==> src/rtl/xylo_pkg.sv <==
// ---------------------------------------------------------------------------
// xylo_pkg -- shared definitions for the xylophone note player.
//
// Holds the player FSM state encoding, the default values of the player's
// parameters, and a small helper that sizes the hold/gap cycle counter.
// ---------------------------------------------------------------------------
package xylo_pkg;

  localparam int DEF_NUM_BARS = 7;  // one strike output per bar
  localparam int DEF_NOTE_W   = 3;  // note code width; codes >= NUM_BARS are rests
  localparam int DEF_DEPTH    = 8;  // note FIFO depth (power of two)
  localparam int DEF_HOLD_CYC = 4;  // cycles a bar stays struck (or a rest lasts)
  localparam int DEF_GAP_CYC  = 2;  // silent cycles after every note or rest

  typedef enum logic [1:0] {
    ST_IDLE,
    ST_STRIKE,
    ST_REST,
    ST_GAP
  } state_t;

  // Counter width able to hold values 0 .. max_cyc-1 (at least one bit).
  function automatic int cnt_width(input int max_cyc);
    return (max_cyc > 1) ? $clog2(max_cyc) : 1;
  endfunction

endpackage

==> src/rtl/xylo_fifo.sv <==
// ---------------------------------------------------------------------------
// xylo_fifo -- synchronous FIFO holding queued notes for the player.
//
// Ports:
//   clock    in   single clock, rising edge
//   reset_n  in   asynchronous active-low reset (empties the FIFO)
//   push     in   write din this cycle (ignored while full)
//   din      in   entry to write {tom, code}
//   pop      in   drop the head entry this cycle (ignored while empty)
//   dout     out  head entry (valid while not empty)
//   nivel    out  current occupancy, 0 .. DEPTH
//   full     out  nivel == DEPTH
//   empty    out  nivel == 0
//
// Simultaneous push and pop leave nivel unchanged, so a note written in the
// same cycle the last entry is read out is kept.
// ---------------------------------------------------------------------------
module xylo_fifo
  import xylo_pkg::*;
#(
  parameter int DEPTH = DEF_DEPTH,
  parameter int WIDTH = DEF_NOTE_W + 1
) (
  input  logic                     clock,
  input  logic                     reset_n,
  input  logic                     push,
  input  logic [WIDTH-1:0]         din,
  input  logic                     pop,
  output logic [WIDTH-1:0]         dout,
  output logic [$clog2(DEPTH):0]   nivel,
  output logic                     full,
  output logic                     empty
);

  localparam int AW = $clog2(DEPTH);

  logic [WIDTH-1:0] mem [DEPTH];
  logic [AW-1:0]    wr_ptr;
  logic [AW-1:0]    rd_ptr;
  logic             do_push;
  logic             do_pop;

  assign do_push = push && !full;
  assign do_pop  = pop && !empty;

  // Pointers wrap naturally because DEPTH is a power of two.
  // NOTE: all sequential state is updated with non-blocking assignments so
  // every register sees the pre-edge value of every other register.
  always_ff @(posedge clock or negedge reset_n) begin
    if (!reset_n) begin
      wr_ptr <= '0;
      rd_ptr <= '0;
      nivel  <= '0;
    end else begin
      if (do_push) wr_ptr <= wr_ptr + 1'b1;
      if (do_pop)  rd_ptr <= rd_ptr + 1'b1;
      case ({do_push, do_pop})
        2'b10:   nivel <= nivel + 1'b1;
        2'b01:   nivel <= nivel - 1'b1;
        default: ;
      endcase
    end
  end

  // NOTE: the storage array has no reset; entries are only ever read after
  // being written, and the empty pointers already make stale data invisible.
  always_ff @(posedge clock) begin
    if (do_push) mem[wr_ptr] <= din;
  end

  assign dout  = mem[rd_ptr];
  assign full  = (nivel == (AW + 1)'(DEPTH));
  assign empty = (nivel == '0);

endmodule

==> src/rtl/xylo_player.sv <==
// ---------------------------------------------------------------------------
// xylo_player -- plays queued notes on a bank of xylophone bars.
//
// Ports:
//   clock     in   single clock, rising edge
//   reset_n   in   asynchronous active-low reset; aborts playback and
//                  discards every queued note
//   tom       in   tone of the offered note (0 low, 1 high)
//   notas     in   note code; 0..NUM_BARS-1 strike a bar, others are rests
//   in_valid  in   tom/notas hold a note to enqueue
//   in_ready  out  FIFO can take a note this cycle (nivel < DEPTH)
//   saidas    out  one-hot strike vector, zero when silent (registered)
//   tom_out   out  tone of the note being struck, zero when silent (reg.)
//   busy      out  FSM is not idle (registered)
//   nivel     out  FIFO occupancy
//
// Each note occupies HOLD_CYC cycles (STRIKE or REST) followed by GAP_CYC
// silent cycles. The last GAP cycle pops the next note straight into
// STRIKE/REST, so back-to-back notes repeat every HOLD_CYC+GAP_CYC cycles.
// saidas/tom_out are registered from the current state, so the strike
// appears one edge after the FSM enters STRIKE: two edges after a push into
// an empty, idle player.
// ---------------------------------------------------------------------------
module xylo_player
  import xylo_pkg::*;
#(
  parameter int NUM_BARS = DEF_NUM_BARS,
  parameter int NOTE_W   = DEF_NOTE_W,
  parameter int DEPTH    = DEF_DEPTH,
  parameter int HOLD_CYC = DEF_HOLD_CYC,
  parameter int GAP_CYC  = DEF_GAP_CYC
) (
  input  logic                   clock,
  input  logic                   reset_n,
  input  logic                   tom,
  input  logic [NOTE_W-1:0]      notas,
  input  logic                   in_valid,
  output logic                   in_ready,
  output logic [NUM_BARS-1:0]    saidas,
  output logic                   tom_out,
  output logic                   busy,
  output logic [$clog2(DEPTH):0] nivel
);

  localparam int MAX_CYC = (HOLD_CYC > GAP_CYC) ? HOLD_CYC : GAP_CYC;
  localparam int CNT_W   = cnt_width(MAX_CYC);
  localparam int ENTRY_W = NOTE_W + 1;

  state_t              state;
  logic [CNT_W-1:0]    cnt;        // cycles left in the current phase, minus one
  logic [NOTE_W-1:0]   cur_code;
  logic                cur_tom;

  logic [ENTRY_W-1:0]  head;
  logic                head_tom;
  logic [NOTE_W-1:0]   head_code;
  logic                fifo_full;
  logic                fifo_empty;
  logic                pop;

  function automatic logic is_bar(input logic [NOTE_W-1:0] code);
    return int'(code) < NUM_BARS;
  endfunction

  xylo_fifo #(
    .DEPTH (DEPTH),
    .WIDTH (ENTRY_W)
  ) u_fifo (
    .clock   (clock),
    .reset_n (reset_n),
    .push    (in_valid),
    .din     ({tom, notas}),
    .pop     (pop),
    .dout    (head),
    .nivel   (nivel),
    .full    (fifo_full),
    .empty   (fifo_empty)
  );

  assign {head_tom, head_code} = head;
  assign in_ready = !fifo_full;

  // A note is taken from the FIFO either from IDLE or on the final GAP cycle.
  assign pop = !fifo_empty &&
               ((state == ST_IDLE) || ((state == ST_GAP) && (cnt == '0)));

  always_ff @(posedge clock or negedge reset_n) begin
    if (!reset_n) begin
      state    <= ST_IDLE;
      cnt      <= '0;
      cur_code <= '0;
      cur_tom  <= 1'b0;
      saidas   <= '0;
      tom_out  <= 1'b0;
      busy     <= 1'b0;
    end else begin
      saidas  <= (state == ST_STRIKE) ? (NUM_BARS'(1) << cur_code) : '0;
      tom_out <= (state == ST_STRIKE) && cur_tom;

      if (pop) begin
        state    <= is_bar(head_code) ? ST_STRIKE : ST_REST;
        cnt      <= CNT_W'(HOLD_CYC - 1);
        cur_code <= head_code;
        cur_tom  <= head_tom;
        busy     <= 1'b1;
      end else begin
        case (state)
          ST_IDLE: ;
          ST_STRIKE, ST_REST: begin
            if (cnt == '0) begin
              state <= ST_GAP;
              cnt   <= CNT_W'(GAP_CYC - 1);
            end else begin
              cnt <= cnt - 1'b1;
            end
          end
          ST_GAP: begin
            // Reaching zero here without a pop means the FIFO is empty.
            if (cnt == '0) begin
              state <= ST_IDLE;
              busy  <= 1'b0;
            end else begin
              cnt <= cnt - 1'b1;
            end
          end
          default: begin
            state <= ST_IDLE;
            busy  <= 1'b0;
          end
        endcase
      end
    end
  end

endmodule

==> config.mk <==
export PLATFORM = sky130hd
export DESIGN_NAME = xylo_player
export DESIGN_NICKNAME = d
export VERILOG_FILES = /design/src/rtl/xylo_pkg.sv /design/src/rtl/xylo_fifo.sv /design/src/rtl/xylo_player.sv
export SDC_FILE = /design/constraint.sdc
export NUM_CORES = 1
export LEC_CHECK = 0
export CORE_MARGIN = 2
export CORE_UTILIZATION = 61
export DETAILED_ROUTE_END_ITERATION = 12
export HOLD_SLACK_MARGIN = 0.15
export MAX_ROUTING_LAYER = met4
export PLACE_DENSITY = 0.84
export SYNTH_ARGS = -nofsm -noshare
export SYNTH_HDL_FRONTEND = slang
export SYNTH_SLANG_ARGS = --single-unit
==> constraint.sdc <==
create_clock -name clock -period 4.7 [get_ports clock]
set_clock_uncertainty 0.2 [all_clocks]
set_input_delay 0.705 -clock clock [delete_from_list [all_inputs] [get_ports clock]]
set_output_delay 0.705 -clock clock [all_outputs]
set_load 0.02 [all_outputs]
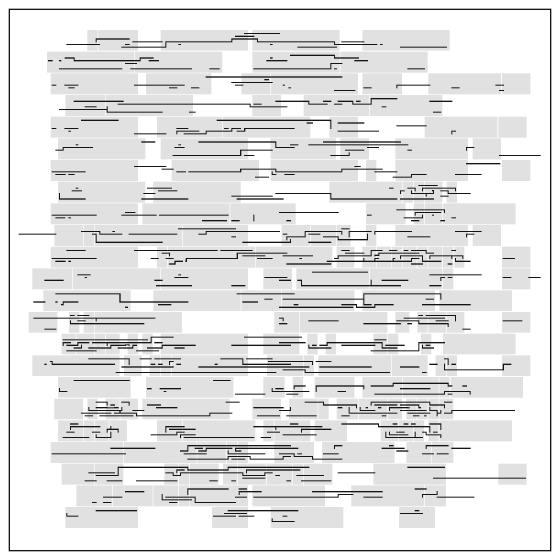
layer_met1.png
wire length on this layer: 1680 microns
share of all routed wire: 42%
nets with wire on the layer: 188

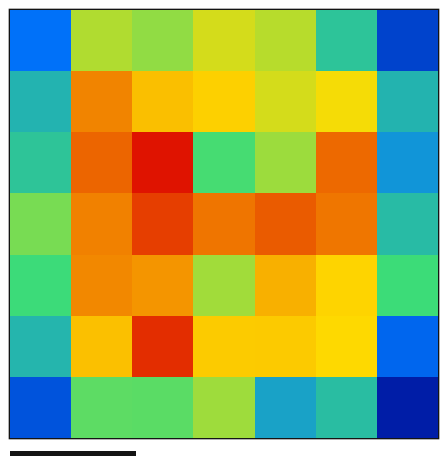
cell_density.png
Bar = 20 microns. 7 x 7 tiles, from dark blue (low) to red (high), 0 to 100% covered.
densest ninth of the die: center
mean over tiles: 62%
fullest tile: 98%
emptiest ninth of the die: south-east
tiles over 75% full: 41%

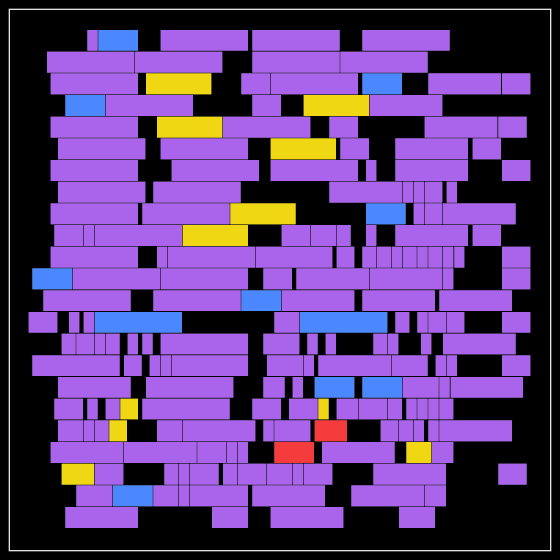
sizes.png
| color | size | cells | share |
|---|---|---|---|
| blue | _6 and larger | 11 | 5.5% |
| purple | _0 and _1 cells | 175 | 88% |
| yellow | _2 cells | 11 | 5.5% |
| red | _3 and _4 cells | 2 | 1.0% |

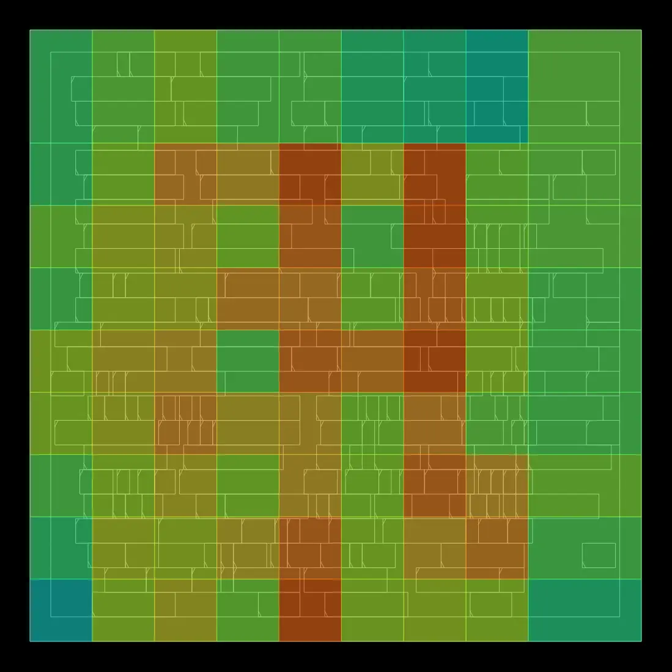
congestion.png
met2 usage: 33.7%
total track usage: 22.2%

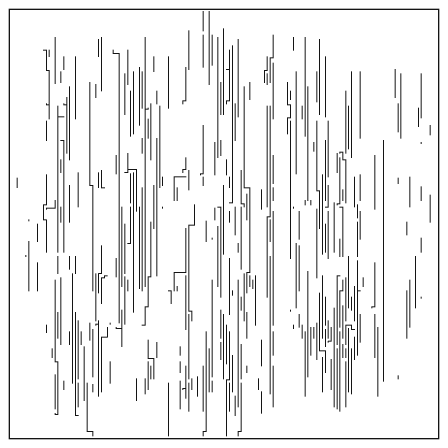
layer_met2.png
share of all routed wire: 52%
main direction: vertical
wire length on this layer: 2090 microns
longest straight run: 42.7 microns
Post-Route WL: 4.03 mm
vias: 1376

==> GITHUB_STEP_SUMMARY <==
### Flow metrics

| Metric | Value |
|---|---|
| Status | `finished clean` |
| CP Max Fanout | `15` |
| Max Freq | `0.339 GHz` |
| Sw power | `662 uW` |
| Wire per inst | `16.2 microns` |
| Relative slew slack | `22.2%` |
| Remaining global-route overflow | `0` |
| Warnings from Yosys | `0` |
| Crit path top cell by count | `ha_1` |
| Mapped Nets | `184` |
| Max clock buf depth | `2` |
| Worst hold path class | `reg -> reg` |
| DR top layer | `met4` |
| Root Driver | `clkbuf_8` |
| Fin util | `73.6%` |
| Final Hold Viols | `0` |
| Max reg flops | `32` |
| Post-synth EDFFs | `32` |
| Async SR Flop Fraction | `45.8%` |
| Cycle use final | `62.8%` |
| # clock sinks | `59` |
| Post-route ant nets | `0` |
| Die Ht | `67.7 microns` |
| Log Warnings | `28` |
| Leading cell type by number of instances after synthesis | `edfxtp_1` |
| Max stage delay on crit path | `0.45 ns` |
| Remaining DRCs | `0` |
| MUX area fraction | `10.5%` |
| Top logic family | `multiplexers` |
| Post-Route Setup TNS | `0 ns` |
| Arr. time, crit path | `3.00 ns` |
| Tmin final | `2.95 ns` |
| Core ar. | `3940 sq um` |
No activity file was given, so power comes from the tool's default toggle rates.
